--- src/rtl/distribution_sched.sv ---
// Sparse-select sequencer for the distribution mux network: drains one nonzero mask
// per lane lowest-set-bit first, one select beat per cycle, with a static stage-2 route table.
module distribution_sched #(
   parameter int NUM_SUB_MACROS = 4,
   parameter int NUM_INPUT_DATA = 4
) (
   input  logic                                   clk,
   input  logic                                   rst_n,
   input  logic                                   i_mask_valid,
   output logic                                   o_mask_ready,
   input  logic [NUM_SUB_MACROS*NUM_INPUT_DATA-1:0] i_mask,
   input  logic                                   i_cfg_we,
   input  logic [NUM_SUB_MACROS*2-1:0]            i_cfg_route,
   output logic                                   o_cfg_err,
   output logic                                   o_valid,
   input  logic                                   i_ready,
   output logic [NUM_SUB_MACROS*4-1:0]            o_sparse_select,
   output logic [NUM_SUB_MACROS-1:0]              o_lane_valid,
   output logic                                   o_last,
   output logic                                   o_busy
);

   localparam int NSM = NUM_SUB_MACROS;
   localparam int ND  = NUM_INPUT_DATA;

   typedef enum logic [0:0] {
      ST_IDLE  = 1'b0,
      ST_ISSUE = 1'b1
   } state_t;

   // Index of the lowest set bit of a 4-candidate mask (0 when empty).
   function automatic logic [1:0] lsb_idx(input logic [ND-1:0] m);
      logic [1:0] idx;
      casez (m)
         4'b???1: idx = 2'd0;
         4'b??10: idx = 2'd1;
         4'b?100: idx = 2'd2;
         4'b1000: idx = 2'd3;
         default: idx = 2'd0;
      endcase
      return idx;
   endfunction

   state_t               r_state;
   state_t               w_state_nxt;
   logic                 r_valid;
   logic                 r_last;
   logic [NSM-1:0]       r_lane_valid;
   logic [NSM*4-1:0]     r_sel;
   logic [NSM*ND-1:0]    r_rem;
   logic [NSM*2-1:0]     r_route;
   logic                 r_cfg_err;

   logic                 w_mask_hs;
   logic                 w_accept;
   logic                 w_mask_ready;
   logic [NSM*ND-1:0]    w_src;
   logic [NSM*2-1:0]     w_sel1;
   logic [NSM-1:0]       w_lvalid;
   logic [NSM*ND-1:0]    w_rem_nxt;
   logic                 w_last;

   assign w_accept     = r_valid & i_ready;
   assign w_mask_ready = (r_state == ST_IDLE) | (w_accept & r_last);
   assign w_mask_hs    = i_mask_valid & w_mask_ready;

   // Next beat: from a freshly accepted mask, otherwise from what remains of the window.
   always_comb begin
      w_src     = r_rem;
      w_sel1    = {(NSM*2){1'b0}};
      w_lvalid  = {NSM{1'b0}};
      w_rem_nxt = {(NSM*ND){1'b0}};
      if (w_mask_hs) begin
         w_src = i_mask;
      end else begin
         w_src = r_rem;
      end
      for (int k = 0; k < NSM; k++) begin
         logic [ND-1:0] lane_v;
         lane_v                = w_src[ND*k +: ND];
         w_sel1[2*k +: 2]      = lsb_idx(lane_v);
         w_lvalid[k]           = |lane_v;
         w_rem_nxt[ND*k +: ND] = lane_v & (lane_v - 4'd1);
      end
      w_last = (w_rem_nxt == {(NSM*ND){1'b0}});
   end

   // State register.
   always_ff @(posedge clk or negedge rst_n) begin
      if (!rst_n) begin
         r_state <= ST_IDLE;
      end else begin
         r_state <= w_state_nxt;
      end
   end

   // Next-state logic; a last-beat accept with a new mask reloads without leaving ISSUE.
   always_comb begin
      w_state_nxt = r_state;
      case (r_state)
         ST_IDLE: begin
            if (w_mask_hs) w_state_nxt = ST_ISSUE;
            else           w_state_nxt = ST_IDLE;
         end
         ST_ISSUE: begin
            if (w_accept && r_last && !w_mask_hs) w_state_nxt = ST_IDLE;
            else                                  w_state_nxt = ST_ISSUE;
         end
         default: w_state_nxt = ST_IDLE;
      endcase
   end

   // Beat output registers and remaining-mask bookkeeping; stalls hold everything.
   always_ff @(posedge clk or negedge rst_n) begin
      if (!rst_n) begin
         r_valid      <= 1'b0;
         r_last       <= 1'b0;
         r_lane_valid <= {NSM{1'b0}};
         r_sel        <= {(NSM*4){1'b0}};
         r_rem        <= {(NSM*ND){1'b0}};
      end else if (w_mask_hs) begin
         r_valid      <= 1'b1;
         r_last       <= w_last;
         r_lane_valid <= w_lvalid;
         r_sel        <= {r_route, w_sel1};
         r_rem        <= w_rem_nxt;
      end else if (w_accept && r_last) begin
         r_valid      <= 1'b0;
         r_last       <= 1'b0;
         r_lane_valid <= {NSM{1'b0}};
         r_sel        <= {(NSM*4){1'b0}};
         r_rem        <= {(NSM*ND){1'b0}};
      end else if (w_accept) begin
         r_last             <= w_last;
         r_lane_valid       <= w_lvalid;
         r_sel[NSM*2-1:0]   <= w_sel1;
         r_rem              <= w_rem_nxt;
      end
   end

   // Route table writes only when idle and not racing a mask handshake; other writes flag an error.
   always_ff @(posedge clk or negedge rst_n) begin
      if (!rst_n) begin
         for (int j = 0; j < NSM; j++) begin
            r_route[2*j +: 2] <= 2'(j);
         end
         r_cfg_err <= 1'b0;
      end else if (i_cfg_we) begin
         if ((r_state == ST_IDLE) && !w_mask_hs) begin
            r_route <= i_cfg_route;
         end else begin
            r_cfg_err <= 1'b1;
         end
      end
   end

   assign o_mask_ready    = w_mask_ready;
   assign o_valid         = r_valid;
   assign o_last          = r_last;
   assign o_lane_valid    = r_lane_valid;
   assign o_sparse_select = r_sel;
   assign o_cfg_err       = r_cfg_err;
   assign o_busy          = (r_state != ST_IDLE);

endmodule

--- config.mk ---
export PLATFORM = sky130hd
export DESIGN_NAME = distribution_sched
export DESIGN_NICKNAME = d
export VERILOG_FILES = /design/src/rtl/distribution_sched.sv
export SDC_FILE = /design/constraint.sdc
export NUM_CORES = 1
export LEC_CHECK = 0
export CAP_MARGIN = 10
export CORE_ASPECT_RATIO = 1.4
export CORE_UTILIZATION = 53
export DETAILED_ROUTE_END_ITERATION = 10
export PLACE_DENSITY = 0.85
export SLEW_MARGIN = 20
export SYNTH_ARGS = -nofsm -noshare
export SYNTH_HDL_FRONTEND = slang
export SYNTH_SLANG_ARGS = --single-unit
--- constraint.sdc ---
create_clock -name clk -period 2.3 [get_ports clk]
set_input_delay 0.575 -clock clk [delete_from_list [all_inputs] [get_ports clk]]
set_output_delay 0.575 -clock clk [all_outputs]
set_load 0.02 [all_outputs]
==> run notes, run 1 <==
impl run done, here's what came out: status completed, share of cells above drive strength 1 between 10% and 20%, Commonest Layout Cell clkdlybuf4s50_1, delay-heaviest family, CP buffers and inverters, achievable frequency between 400 and 500 MHz, final WL roughly 5500 µm, cell count of the worst reg-to-reg path 5, CP Launch Type primary input, vias per inst between 5 and 6, Synth area leaders dfrtp_1, nand2_1, dfstp_2, a21oi_1, mux2_2, IO Port Bufs around 53, Largest logic family AND-OR/OR-AND gates, and+or+nand+nor area frac ~18%, chip area between 4000 and 5000 µm², Clock-cell share under 10%, yosys adder share 0%, cell count along the critical path 5, max reg flops 16, YS warnings 0, Comb/total area around 34%, Util after Layout between 70% and 80%, Tightest Hold Check Type in -> async, FFs w/ async S/R, synth 100%, Final Wtd Congestion between 0.9 and 1, CTS max path bufs 2, flip-flops with a built-in enable 0, Ports 54, Inverters, non-clock 6, synth cell count leaders dfrtp_1, nand2_1, a21oi_1, Log Warnings 26, CP most frequent cell nand2_1, most frequent cell after synthesis dfrtp_1, reg2reg start o_valid$_DFFE_PN0P_, CTS tree done, critical path's slowest cell clkdlybuf4s50_1, # Taps 43, WP buf/inv 2, Root Driver clkbuf_8, crit path max fanout 2, fin crit period 2.11 ns, dpl hpwl between 4000 and 5000 µm, Seq cells 44, Overflow after GRT 0, CP cell instances clkdlybuf4s50_1, and2_1, nand2_1, nand2_1, clkbuf_2, filler instances 313, Setup crit end o_mask_ready, Flop pwr share approximately two fifths, Pint 2.09 mW, number of buffers created by CTS 5, switching power around 1.3 mW, Late-Pin Clk Latency slightly above 0.3 ns, Final Hold Viols 0, buffering overhead 23.7%, Seq cells post-synth roughly 44, Top Layout Cells clkdlybuf4s50_1, dfrtp_1, nand2_1, combinational power share 46.7%, # DRC 0, Syn Inst Count ~230, power share of the clock group approximately 14%, Slew headroom roughly 45%, number of global-route vias before repair 2029, Max-Cap Viols 0, Post-synth seq share between 50% and 60%, Sw Ratio between 30% and 40%, register clock-pin slew on the reported worst setup and hold paths roughly 0.090 ns, DP Area 2940 µm², CP peak stage delay 0.47 ns, largest net degree at the start of global routing 24, initial antenna violation count 0, Routed WL per cell roughly 16 µm, final clock skew 0.0109 ns, CTS Sinks between 40 and 50, hold_ws approximately 0.23 ns, Leak approximately 1.3 nW, DRT iter0 DRCs 87, nets 335, Max H-tree Level 2, cell class ranked first by area flip-flops and latches, RR Endpoint r_rem[10]$_DFFE_PN0P_, Detail Route Antenna Nets 0, Worst-Margin Slew a little over 0.8 ns, global-route wire length before repair just over 9000 µm, yosys synthesis chip area about 2200 µm², xor+xnor area frac 0%, Netlist Area Pre-Place 2210 µm², Seq. cell area between 1000 and 1500 µm², maximum vdd drop 846 µV, Top cell area share a little under half, Buffers, non-clock 79, Yosys top cell by area dfrtp_1, Initial Util 55.8%, number of diodes 0, Synth-to-Final Area Change 36.6%, Final Setup Violations 0, Chip Width 56.5 µm, Setup Buffers After CTS 0, ao+oa area frac 23.5%, syn nets 259, period utilisation layout about 90%, # hold bufs at CTS 0, PD cells between 1000 and 1500 nW/µm², RSZ-0062 raised after global routing no, WS Path Type in -> out, TritonRoute pass-1 iters 4, Max Slew Vio Count 0, R2R Setup Slk ~0.57 ns, dominant register cell dfrtp_1, CP arrival 1.54 ns, # clk buffers 6, die height 78.4 µm, syn avg cell area between 9 and 10 µm², crit path from i_ready, Global Route Usage Sum 26.8%, Logic area approximately 1000 µm², post_cts resized 1, nature of the critical path endpoint output pin, number of distinct library cells after synthesis 38, Crit path required time between 1.5 and 2 ns, mux share 5.44%, MI comb cells ~170, total number of vias ~2100
==> run 1: through the flow <==
stage               total power, mW  TNS (ns)  worst slack (ns)  cells
floorplan                      2.23         0             0.447    230
global placement               2.87    -0.234            -0.234    342
detailed placement             2.93    -0.264            -0.261    342
CTS                            3.41         0            0.0109    350
global route                   3.61         0            0.0968    350
finish                         3.40         0             0.187    350
==> run 1: power by group through the flow <==
stage               Clock, mW  Sequential, mW  Combinational (mW)
floorplan                   0            1.49               0.748
global route            0.512            1.38                1.73
finish                  0.481            1.33                1.59
CTS                     0.491            1.33                1.60
detailed placement          0            1.34                1.59
global placement            0            1.33                1.55
==> run 1: routing by layer <==
metal,GRT usage [%],share of wire [%],up-vias
met4,12.4,2.0,0
li1,-,-,993
met1,31.1,39,996
met2,46.9,54,81
met3,5.11,5.2,10
met5,0,0,-
Fig. 1: run 1, cell outlines without signal wires
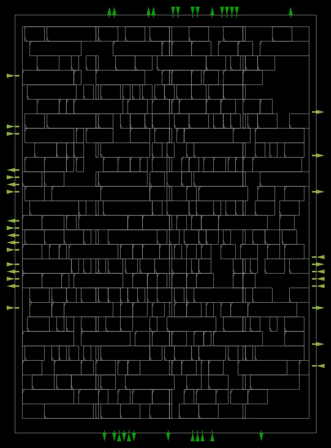
core footprint: 3950 µm²
num rows: 27

Fig. 2: run 1, clock network drawn from the DEF
(4 px per µm)
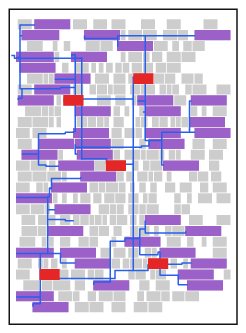
flip-flops -> purple  # count 44
clock drivers -> red  # count 5
clock wires -> blue  # length 519 µm
routed clock nets = 6

Fig. 3: run 1, cells coloured by class
(4 px per µm)
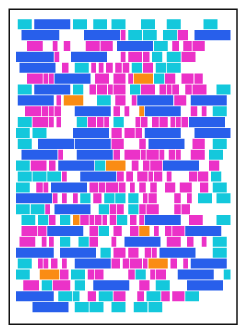
combinational and other logic -> magenta  # cells 176
clock drivers and dummy loads -> orange  # cells 8
flops -> blue  # cells 44
other buffers and delay cells -> cyan  # cells 79
design area: 3020 µm²
sequential share of cell area: 36.7%

Fig. 4: run 1, sequential cells grouped by signal name
(4 px per µm)
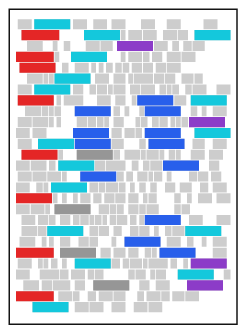

--- run 2 (diff from run 1) ---
CORE_UTILIZATION = 50   (was 53)
DONT_BUFFER_PORTS = 1   (was not set)
PLACE_DENSITY = not set   (was 0.85)
SETUP_SLACK_MARGIN = 0.3   (was not set)
Fig. 5: run 2, sequential cells grouped by signal name
(3 px per µm)
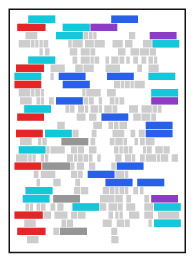
o_lane_valid -> purple  # sequential cells 4
r_rem -> blue  # sequential cells 12
o_sparse_select -> cyan  # sequential cells 16, where widely spread
r_route -> red  # sequential cells 8
not coloured = 4
Seq. cell area: 1110 µm²
Util after Layout: 57.0%
Flop+latch power: 1.54 mW
sequential share of cell area: 45.8%

==> run 2 against run 1 <==
Compared with the run above:
- setup slack better by 0.24 ns
- power is 11% lower
- critical path type is now reg -> out
- flip-flop count stayed put
- maximum frequency is 13% higher
- largest power group is now registers
==> run notes, run 2 <==
impl run done, here's what came out: mux share 5.44% (unchanged), CP peak stage delay 0.46 ns (about the same), Setup Buffers After CTS 0 (unchanged), Slew headroom 50.0% (+4.7 points), Detail Route Antenna Nets 0 (unchanged), hold_ws 0.107 ns (-0.120 ns), flip-flops with a built-in enable 0 (unchanged), period utilisation layout 81.3% (-11 points), Worst-Margin Slew 0.744 ns (-0.0753 ns), CP Launch Type flop, dpl hpwl 3800 µm (-8.7%), syn nets 259 (unchanged), design area 2420 µm² (-20%), IO Port Bufs 0 (-100%), vias per inst 6.12 (+3.0%), cell count of the worst reg-to-reg path 5 (unchanged), met3 wire len 365 µm (+26%), Setup TNS 0 ns (unchanged), RR Endpoint o_lane_valid[1]$_DFFE_PN0P_, dominant register cell dfrtp_1, num rows 28 (+3.7%), Setup crit end o_mask_ready, Largest logic family AND-OR/OR-AND gates, Final Hold Viols 0 (unchanged), Tightest Hold Check Type in -> async, total number of vias 1824 (-12%), Top Layout Cells dfrtp_1, nand2_1, a21oi_1, die height 80.6 µm (+2.9%), non-filler instance count after layout 298 (-15%), Max H-tree Level 2 (unchanged), number of global-route vias before repair 1817 (-10%), crit path from o_valid$_DFFE_PN0P_, delay-heaviest family, CP simple AND/OR/NAND/NOR gates, ao+oa area frac 23.5% (unchanged), Routed WL per cell 17.8 µm (+13%), R2R Setup Slk 0.53 ns (-0.04 ns), total power 3.01 mW (-11%), CTS max path bufs 2 (unchanged), Max-Cap Viols 0 (unchanged), FFs w/ async S/R, synth 100% (unchanged), final clock skew 0.0114 ns (+0.000538 ns), Root Driver clkbuf_8, crit path max fanout 5 (+3), Syn Inst Count 230 (unchanged), core footprint 4240 µm² (+7.2%), Commonest Layout Cell dfrtp_1, and+or+nand+nor area frac 17.8% (unchanged), placed cell count 289 (-15%), TritonRoute pass-1 iters 4 (unchanged), Initial Util 52.1% (-3.8 points), Final Setup Violations 0 (unchanged), Late-Pin Clk Latency 0.30 ns (about the same), Log Warnings 26 (unchanged), met1 usage 27.4% (-3.8 points), Crit path required time 1.73 ns (about the same), # DRC 0 (unchanged), maximum vdd drop 793 µV (-6.2%), synth cell count leaders dfrtp_1, nand2_1, a21oi_1, Synth-to-Final Area Change 9.52%, met3 GRT Util 6.28% (+1.2 points), share of cells above drive strength 1 14.3% (-2.3 points), Yosys top cell by area dfrtp_1, Top cell area share 45.4% (unchanged), number of distinct library cells after synthesis 38 (unchanged), reg2reg start o_last$_DFFE_PN0P_, fin crit period 1.87 ns (-0.244 ns), Overflow after GRT 0 (unchanged), Post-synth seq share 50.1% (unchanged), filler instances 387 (+24%), routed wl met2 2790 µm (-6.5%), Chip Width 58.2 µm (+2.8%), CTS tree done, max reg flops 16 (unchanged), Leak 1.06 nW (-20%), status completed, pre-CTS setup slack 0.548 ns (+0.809 ns), most frequent cell after synthesis dfrtp_1, nature of the critical path endpoint output pin, PD cells 1250 nW/µm² (+11%), cell count along the critical path 3 (-2), number of diodes 0 (unchanged), Ports 54 (unchanged), syn avg cell area 9.60 µm² (unchanged), largest net degree at the start of global routing 41 (+71%), gr busiest metal met2, Netlist Area Pre-Place 2210 µm² (unchanged), Final Wtd Congestion 0.871 (-4.5%), critical path's slowest cell dfrtp_2, DR top layer met4, global-route wire length before repair 8460 µm (-7.4%), Seq cells post-synth 44 (unchanged), DP Area 2300 µm² (-22%), initial antenna violation count 0 (unchanged), xor+xnor area frac 0% (unchanged), achievable frequency 535 MHz (+13%), RSZ-0062 raised after global routing no, met2 Track Usage GR 41.6% (-5.3 points), WL met1 2000 µm (-6.8%), Global Route Usage Sum 24.3% (-2.5 points), Synth area leaders dfrtp_1, nand2_1, dfstp_2, a21oi_1, mux2_2, setup slack after layout 0.431 ns (+0.244 ns), CP cell instances and2_1, nand2_1, nand2_2, WP buf/inv 0 (-2), yosys synthesis chip area 2210 µm² (unchanged), Max Slew Vio Count 0 (unchanged), # Cells Yosys 230, register clock-pin slew on the reported worst setup and hold paths 0.09 ns (about the same), final WL 5300 µm (-4.2%), WS Path Type reg -> out, YS warnings 0 (unchanged), DRT iter0 DRCs 77 (-11%), yosys adder share 0% (unchanged), CTS Sinks 44 (unchanged), chip area 4690 µm² (+5.8%), nets 266 (-21%), number of buffers created by CTS 5 (unchanged), CP arrival 1.29 ns (-0.25 ns)
run 2: repair_timing:
action,in CTS,in global routing
endpoints found under the hold margin,40,0
resized,1,1
endpoints found under the setup margin,1,1
hold buffers,1,0
run 2: cell type report:
cell class / count / area (µm²) / share of cell area, %
flip-flops and latches: 44 / 1110 / 45.8
well taps: 60 / 75.1 / 3.11
clock buffers: 8 / 90.1 / 3.73
multi-input cells: 170 / 1030 / 42.8
inverters: 6 / 22.5 / 0.932
repair buffers: 10 / 87.6 / 3.62
run 2: power by group:
part	switching, mW	internal, mW	leakage, nW
Combinational	0.528	0.441	0.458
Clock	0.254	0.245	0.0455
Sequential	0.443	1.10	0.559
Total	1.22	1.79	1.06
Fig. 6: run 2, cells coloured by class
(3 px per µm)
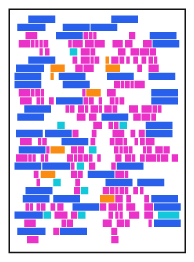

--- run 3 (diff from run 2) ---
clock period = 1.9 ns   (was 2.3 ns; I/O delays follow)
Fig. 7: run 3, cells coloured by class
(3 px per µm)
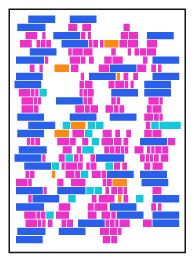
combinational and other logic -> magenta  # cells 176
clock drivers and dummy loads -> orange  # cells 8
flops -> blue  # cells 44
other buffers and delay cells -> cyan  # cells 18

==> run 3 against run 2 <==
Compared with the run above:
- die size unchanged
- hold slack got worse by 0.092 ns
- area after synthesis did not move
- largest power group unchanged
- largest cell class unchanged
==> run notes, run 3 <==
impl run done, here's what came out: Max-Cap Viols 0 (unchanged), Root Driver clkbuf_8, DP Area 2330 µm² (+1.2%), ao+oa area frac 23.5% (unchanged), met3 GRT Util 5.31% (-0.97 points), Synth-to-Final Area Change 14.6%, yosys adder share 0% (unchanged), Final Setup Violations 0 (unchanged), CP Launch Type flop, filler instances 367 (-5.2%), achievable frequency roughly 620 MHz, # hold bufs at CTS 1 (unchanged), CP arrival 1.13 ns (-0.16 ns), Log Warnings 29 (+12%), crit path from o_valid$_DFFE_PN0P_, share of cells above drive strength 1 21.1% (+6.9 points), met1 usage 27.3% (-0.13 points), most frequent cell after synthesis dfrtp_1, dominant register cell dfrtp_1, crit path max fanout 5 (unchanged), # Cells Yosys 230 (unchanged), Top Layout Cells dfrtp_1, nand2_1, a21oi_1, Overflow after GRT 0 (unchanged), DRT iter0 DRCs 101 (+31%), nets 274 (+3.0%), Largest logic family AND-OR/OR-AND gates, met2 Track Usage GR 46.4% (+4.8 points), Seq cells post-synth 44 (unchanged), Syn Inst Count 230 (unchanged), number of buffers created by CTS 5 (unchanged), Max H-tree Level 2 (unchanged), Detail Route Antenna Nets 0 (unchanged), placed cell count 292 (+1.0%), Late-Pin Clk Latency 0.30 ns (about the same), cell count along the critical path 3 (unchanged), dpl hpwl 3930 µm (+3.6%), Worst-Margin Slew 0.477 ns (-0.267 ns), WL met1 2130 µm (+6.6%), Ports 54 (unchanged), CP most frequent cell nand2_4, Setup crit end o_mask_ready, Chip Width 58.2 µm (unchanged), and+or+nand+nor area frac 17.8% (unchanged), cell count of the worst reg-to-reg path 4 (-1), Slew headroom 68.1% (+18 points), die height 80.6 µm (unchanged), PD cells 1480 nW/µm² (+19%), CP cell instances and2_4, nand2_4, nand2_4, final WL 5530 µm (+4.3%), Crit path required time 1.42 ns (-0.31 ns), Initial Util 52.1% (unchanged), Setup TNS 0 ns (unchanged), Yosys top cell by area dfrtp_1, initial antenna violation count 0 (unchanged), routed wl met2 3000 µm (+7.4%), IO Port Bufs 0 (unchanged), Top cell area share 45.4% (unchanged), total power 3.73 mW (+24%), RR Endpoint o_last$_DFFE_PN0P_, # DRC 0 (unchanged), syn avg cell area 9.60 µm² (unchanged), Synth area leaders dfrtp_1, nand2_1, dfstp_2, a21oi_1, mux2_2, flip-flops with a built-in enable 0 (unchanged), xor+xnor area frac 0% (unchanged), WP buf/inv 0 (unchanged), CTS Sinks 44 (unchanged), reg2reg start o_valid$_DFFE_PN0P_, post_cts resized 10 (+9), Routed WL per cell 18.1 µm (+1.6%), Netlist Area Pre-Place 2210 µm² (unchanged), WS Path Type reg -> out, pre-CTS setup slack 0.201 ns (-0.347 ns), RSZ-0062 raised after global routing yes, maximum vdd drop 762 µV (-3.9%), Seq. cell area 1110 µm² (+0.23%), CTS tree done, design area 2530 µm² (+4.6%), TritonRoute pass-1 iters 4 (unchanged), number of diodes 0 (unchanged), largest net degree at the start of global routing 41 (unchanged), DR top layer met4, CTS max path bufs 2 (unchanged), delay-heaviest family, CP flip-flops, Util after Layout 59.7% (+2.6 points), Global Route Usage Sum 25.5% (+1.1 points), period utilisation layout 84.5%, total number of vias 1884 (+3.3%), status completed, number of global-route vias before repair 1978 (+8.9%), Max Slew Vio Count 0 (unchanged), Commonest Layout Cell dfrtp_1, mux share 5.44% (unchanged), nature of the critical path endpoint output pin, CP peak stage delay 0.46 ns (about the same), Setup Buffers After CTS 4 (+4), fin crit period approximately 1.6 ns, yosys synthesis chip area 2210 µm² (unchanged), global-route wire length before repair 8910 µm (+5.3%), num rows 28 (unchanged), vias per inst 6.16 (+0.59%), R2R Setup Slk 0.33 ns (-0.20 ns), number of distinct library cells after synthesis 38 (unchanged), final clock skew 0.0106 ns (-0.000832 ns), Tightest Hold Check Type in -> async, register clock-pin slew on the reported worst setup and hold paths 0.08 ns (about the same), synth cell count leaders dfrtp_1, nand2_1, a21oi_1, YS warnings 0 (unchanged), setup slack after layout 0.294 ns (-0.136 ns), max reg flops 16 (unchanged), gr busiest metal met2, FFs w/ async S/R, synth 100% (unchanged), Leak 1.12 nW (+5.6%), Post-synth seq share 50.1% (unchanged), hold_ws 0.0149 ns (-0.0919 ns), non-filler instance count after layout 306 (+2.7%), Final Wtd Congestion 0.829 (-4.8%), syn nets 259 (unchanged), critical path's slowest cell dfrtp_2, Final Hold Viols 0 (unchanged), core footprint 4240 µm² (unchanged), Logic area 1090 µm² (+5.3%), met3 wire len 229 µm (-37%), chip area 4690 µm² (unchanged)
==> run 3: cell types whose count changed in the layout (fill, tap and decap cells not counted), sizes merged <==
cell / delta
buf: +8
==> run 3: where the power goes <==
group | switching, mW | leakage, nW | total, mW | internal (mW)
registers | 0.514 | 0.557 | 1.85 | 1.33
clock network | 0.303 | 0.0395 | 0.565 | 0.261
logic | 0.700 | 0.525 | 1.32 | 0.622
==> run 3: cell type report <==
type                    instances  area share [%]
clock buffers                   8            3.17
flip-flops and latches         44            43.9
inverters                       6           0.891
multi-input cells             170            43.1
well taps                      60            2.97
repair buffers                 18            5.99
Power and IR drop assume default switching activity.
